`config.mk`:
```
export PLATFORM = sky130hd
export DESIGN_NAME = gnrl_iq_split_interpolator
export DESIGN_NICKNAME = d
export VERILOG_FILES = /design/src/rtl/gnrl_iq_pkg.sv /design/src/rtl/gnrl_repeat_counter.sv /design/src/rtl/gnrl_iq_split_interpolator.sv
export SDC_FILE = /design/constraint.sdc
export NUM_CORES = 1
export LEC_CHECK = 0
export ABC_AREA = 1
export CAP_MARGIN = 20
export CORE_MARGIN = 1.5
export CORE_UTILIZATION = 40
export CTS_BUF_LIST = sky130_fd_sc_hd__clkbuf_4
export DETAILED_ROUTE_END_ITERATION = 12
export DONT_BUFFER_PORTS = 1
export PLACE_DENSITY = 0.6
export SETUP_SLACK_MARGIN = 0.05
export SKIP_LAST_GASP = 1
export SYNTH_ARGS = -nofsm -noshare
export SYNTH_HDL_FRONTEND = slang
export SYNTH_SLANG_ARGS = --single-unit
```
`constraint.sdc`:
```
create_clock -name CLK -period 1.67 [get_ports CLK]
set_clock_uncertainty 0.1 [all_clocks]
set_input_delay 0.501 -clock CLK [delete_from_list [all_inputs] [get_ports CLK]]
set_output_delay 0.501 -clock CLK [all_outputs]
set_load 0.1 [all_outputs]
```
`src/rtl/gnrl_iq_pkg.sv`:
```
// rtl/gnrl_iq_pkg.sv - shared IQ pack/unpack definitions for the decimator and split interpolator
package gnrl_iq_pkg;

    localparam int DEFAULT_DATA_WIDTH = 32;
    localparam int DEFAULT_INT_WIDTH  = 16;

    // Combined stream order: the I word always precedes its Q word.
    localparam bit WORD_ORDER_I_FIRST = 1'b1;

    typedef enum logic [1:0] {
        S_WAIT_I = 2'd0,
        S_WAIT_Q = 2'd1,
        S_EMIT   = 2'd2
    } iq_state_t;

    // A repeat factor of zero still emits the pair once.
    function automatic logic [DEFAULT_INT_WIDTH-1:0] repeat_load_value(
        input logic [DEFAULT_INT_WIDTH-1:0] fact
    );
        return (fact == '0) ? DEFAULT_INT_WIDTH'(1) : fact;
    endfunction

endpackage

```
`src/rtl/gnrl_repeat_counter.sv`:
```
// rtl/gnrl_repeat_counter.sv - zero-order-hold repeat counter with last flag
module gnrl_repeat_counter #(
    parameter int INT_WIDTH = 16
) (
    input  logic                 clk,
    input  logic                 reset,
    input  logic                 load,
    input  logic [INT_WIDTH-1:0] load_val,
    input  logic                 dec,
    output logic                 last
);

    logic [INT_WIDTH-1:0] count;
    logic [INT_WIDTH-1:0] load_eff;

    assign load_eff = (load_val == '0) ? INT_WIDTH'(1) : load_val;
    assign last     = (count == INT_WIDTH'(1));

    // Load wins over decrement; decrement stops at zero so the count never wraps.
    always_ff @(posedge clk) begin
        if (reset) begin
            count <= '0;
        end else if (load) begin
            count <= load_eff;
        end else if (dec && count != '0) begin
            count <= count - INT_WIDTH'(1);
        end
    end

endmodule

```
`src/rtl/gnrl_iq_split_interpolator.sv`:
```
// rtl/gnrl_iq_split_interpolator.sv - de-interleaves I/Q word stream and repeats each pair interp_fact times
module gnrl_iq_split_interpolator
    import gnrl_iq_pkg::*;
#(
    parameter int DATA_WIDTH = DEFAULT_DATA_WIDTH,
    parameter int INT_WIDTH  = DEFAULT_INT_WIDTH
) (
    input  logic                  CLK,
    input  logic                  RESET,
    input  logic [DATA_WIDTH-1:0] datain,
    input  logic                  in_valid,
    input  logic                  in_sync,
    output logic                  in_ready,
    input  logic [INT_WIDTH-1:0]  interp_fact,
    output logic [DATA_WIDTH-1:0] dataI,
    output logic [DATA_WIDTH-1:0] dataQ,
    output logic                  out_valid,
    input  logic                  out_ready,
    output logic                  pair_err
);

    iq_state_t             state;
    logic [DATA_WIDTH-1:0] i_hold;
    logic                  in_ready_r;
    logic                  in_xfer;
    logic                  out_xfer;
    logic                  q_capture;
    logic                  cnt_last;

    // Held low combinationally while reset is asserted, whatever the state.
    assign in_ready  = in_ready_r & ~RESET;
    assign in_xfer   = in_valid & in_ready;
    assign out_xfer  = out_valid & out_ready;
    assign q_capture = (state == S_WAIT_Q) && in_xfer && !in_sync;

    gnrl_repeat_counter #(
        .INT_WIDTH (INT_WIDTH)
    ) u_repeat_counter (
        .clk      (CLK),
        .reset    (RESET),
        .load     (q_capture),
        .load_val (interp_fact),
        .dec      (out_xfer),
        .last     (cnt_last)
    );

    always_ff @(posedge CLK) begin
        if (RESET) begin
            state      <= S_WAIT_I;
            i_hold     <= '0;
            in_ready_r <= 1'b1;
            out_valid  <= 1'b0;
            pair_err   <= 1'b0;
            dataI      <= '0;
            dataQ      <= '0;
        end else begin
            pair_err <= 1'b0;
            case (state)
                S_WAIT_I: begin
                    if (in_xfer) begin
                        i_hold <= datain;
                        state  <= S_WAIT_Q;
                    end
                end
                S_WAIT_Q: begin
                    if (in_xfer) begin
                        if (in_sync) begin
                            // A second frame start: the pending I is orphaned.
                            i_hold   <= datain;
                            pair_err <= 1'b1;
                        end else begin
                            dataI      <= i_hold;
                            dataQ      <= datain;
                            out_valid  <= 1'b1;
                            in_ready_r <= 1'b0;
                            state      <= S_EMIT;
                        end
                    end
                end
                S_EMIT: begin
                    if (out_xfer && cnt_last) begin
                        out_valid  <= 1'b0;
                        in_ready_r <= 1'b1;
                        state      <= S_WAIT_I;
                    end
                end
                default: begin
                    state      <= S_WAIT_I;
                    out_valid  <= 1'b0;
                    in_ready_r <= 1'b1;
                end
            endcase
        end
    end

endmodule

```
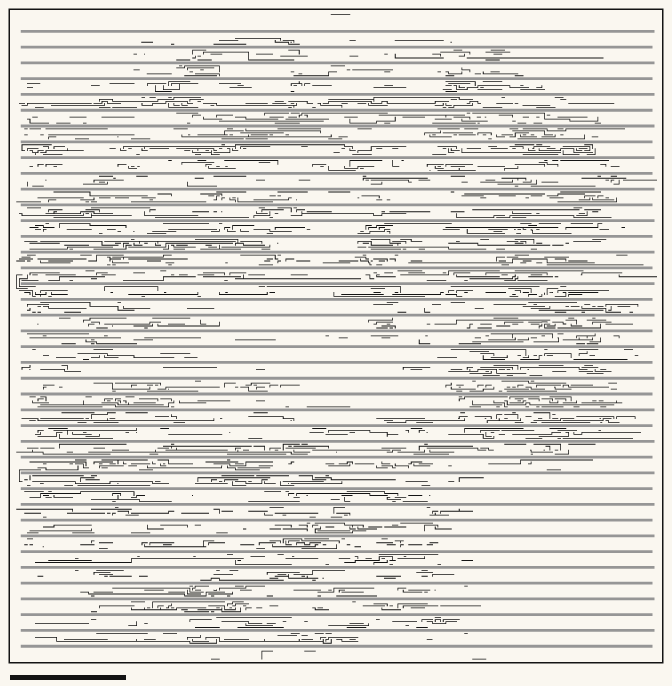
*Signal wires on met1*
Bar = 20 um. Supply wires on this layer in gray.
- longest straight run: 35.0 um
- main direction: horizontal
- wire length on this layer: 5,400 um
- share of all routed wire: 40%
DRT Wirelength: 13,330 um
Via Count: 4,654
grt met1 use: 0.2433

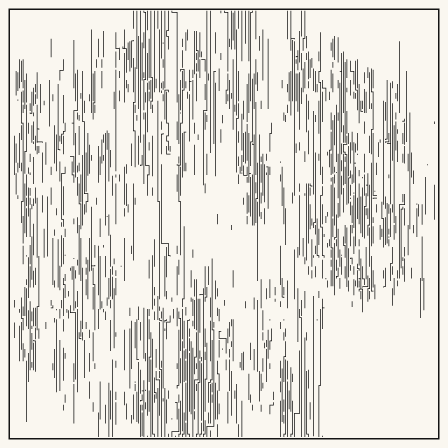
*Metal 2*
- main direction: vertical
- wire length on this layer: 6,860 um
- share of all routed wire: 51%
- nets with wire on the layer: 657

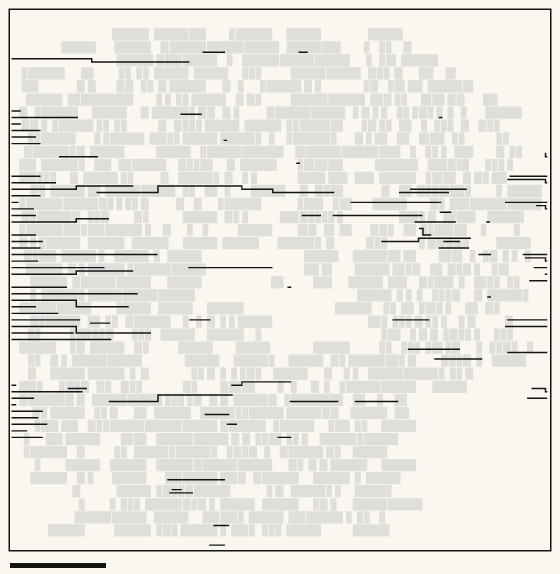
*Metal 3*
Bar = 20 um.
- main direction: horizontal
- share of all routed wire: 6.4%
- nets with wire on the layer: 75
- longest straight run: 30.1 um
- wire length on this layer: 851 um
global routing usage on met3: 0.07559

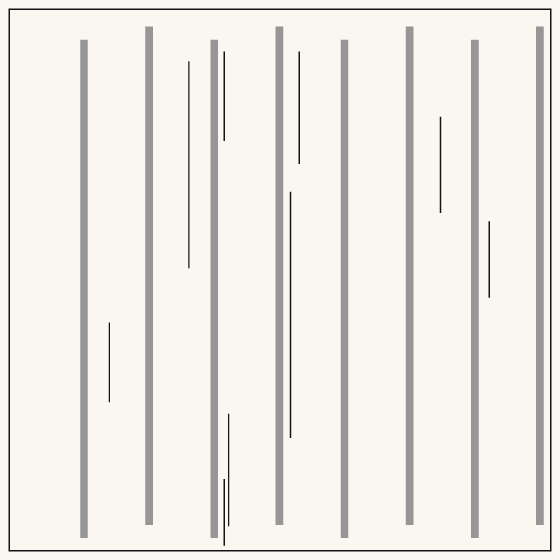
*The metal 4 layer*
Supply wires on this layer in gray.
- nets with wire on the layer: 7
- main direction: vertical

==> out/metrics.cfg <==
[outcome]
status=complete, but fails checks
violations=design-rule violations, negative hold slack, negative setup slack

[route]
wl_per_cell_um=14.40
wl_met3_um=850
avgViaCountPerCell=5.026
first_pass_iters=11
drtIter0Drc=290
detail-route-antenna-nets=0
drc=5
wl_met1_um=5399
highest_layer=met4

[synth]
avgSynthCellArea_um2=7.137
yosysTopAreaCell=dfxtp_1
synthCells=672
ys_chip_area_um2=4796
logic_family=simple AND/OR/NAND/NOR gates
syn-cell-area_um2=4796
async_reset_ff_frac=0
adder_share=0.005218
edf_count=0
top_cells_by_count=nor2_1 (236), dfxtp_1 (117), o21ai_0 (96), nand2_1 (72), inv_1 (28)
ys.flops=117
mux_area_frac=0
ys_cells=672
ys_sh_aoi=0.1310
topCellsByArea=dfxtp_1 (49%), nor2_1 (18%), o21ai_0 (10%), nand2_1 (5.6%), nand3_1 (2.7%)
yosysUniqueCellTypes=32
yosysWarnings=0
seq_area_frac_synth=0.4884
floorplan.nets=727
top_cell=nor2_1
top_cell_area_share=0.4884

[cts]
clock_latency_ns=0.54
root_buffer=clkbuf_4
ctsResizeCount=271
post_cts_buffers=1
cts_buffers=17
postCtsHoldBufs=20
cts_tree=done
cts.clk_slew.worst_paths_ns=0.11
cts_sinks=117
htreeDepth=4

[placement]
routabilityCongestion=0.8916
post-place-cells=873
hpwl_um=8545
pre_cts_ws_ns=-0.07041

[global_routing]
top_usage_layer=met2
grt-ovfl-total=0
grt_pass1_vias=4597
antenna_found_initial=0
grt_pass1_wl_um=21780
grtUsageTotal=0.2161
grt_use_met2=0.3779
grt_max_degree=111

[layout]
lay_top_count=nor2_1
antenna_cells=0
drive_gt1_frac=0.2937
buf_share=0.2609
fillers=997
clock_tree_area_fraction=0.03953
lay_top_cells=nor2_1 (231), o21ai_0 (74), buf_12 (73)
regArea_um2=2436
clockBufferCount=17
layoutNonFillerInstCount=926
n_sequential_cell=117
sh_comb_area=0.3129
nNetsFinal=825
largest_class=flip-flops and latches
reg_top3=dataI (32), dataQ (32), i_hold (32)
areaGrowthSynthToFinish_pct=47.82
inv_count=32

[critical_path]
reg2reg_slack_ns=0.11
critical_path.max_fanout=2
crit_cells=3
critical-path-max-stage-delay_ns=0.34
crit_type=reg -> out
worstRegToRegCells=10
crit_start=in_ready_r
crit_path_end=in_ready
r2r-start=u_repeat_counter.count[1]
startpoint_type=register
critPathBufInv=2
crit_chain=inv_1, nor2_4, buf_12
r2r-end=u_repeat_counter.count[14]
worst_path_dominant_cell_family=flip-flops
cp.required_ns=1.07

[flow_run]
cap_violations=0
warnings=34

[final_timing]
fin_ws_ns=-0.1260
slew_violations=0
max_slew_margin=0.7166
setup_tns_ns=-0.3808
fin_crit_ns=1.796
setup_viol=22
finalHoldViolCount=6
worst_pin_slew_ns=0.4251
whs_ns=-0.07290
rsz0062_at_grt=yes
max_freq_mhz=556.8
fin_crit_sh=1.075

[power_and_ir_drop]
p_int_mw=4.183
p_leak_nw=2.926
power_density_nw_per_um2=857.6
ir_drop_mv=0.9452
p_comb_frac=0.170
p_sw_mw=1.897
pg_comb_mw=1.03
p_seq_frac=0.489
clock_power_share=0.341
powerClk_mw=2.07
power_leader=sequential cells
p_seq_mw=2.97
power.total_mw=6.080

[die]
die_h_um=112.5
io-pin-count=120
fp-row-count=39
fp_util=0.4147
core_area_um2=11560
taps=143

[hold_path]
min_path_cells=1
min_to=u_repeat_counter.count[0]
hp-class=in -> reg

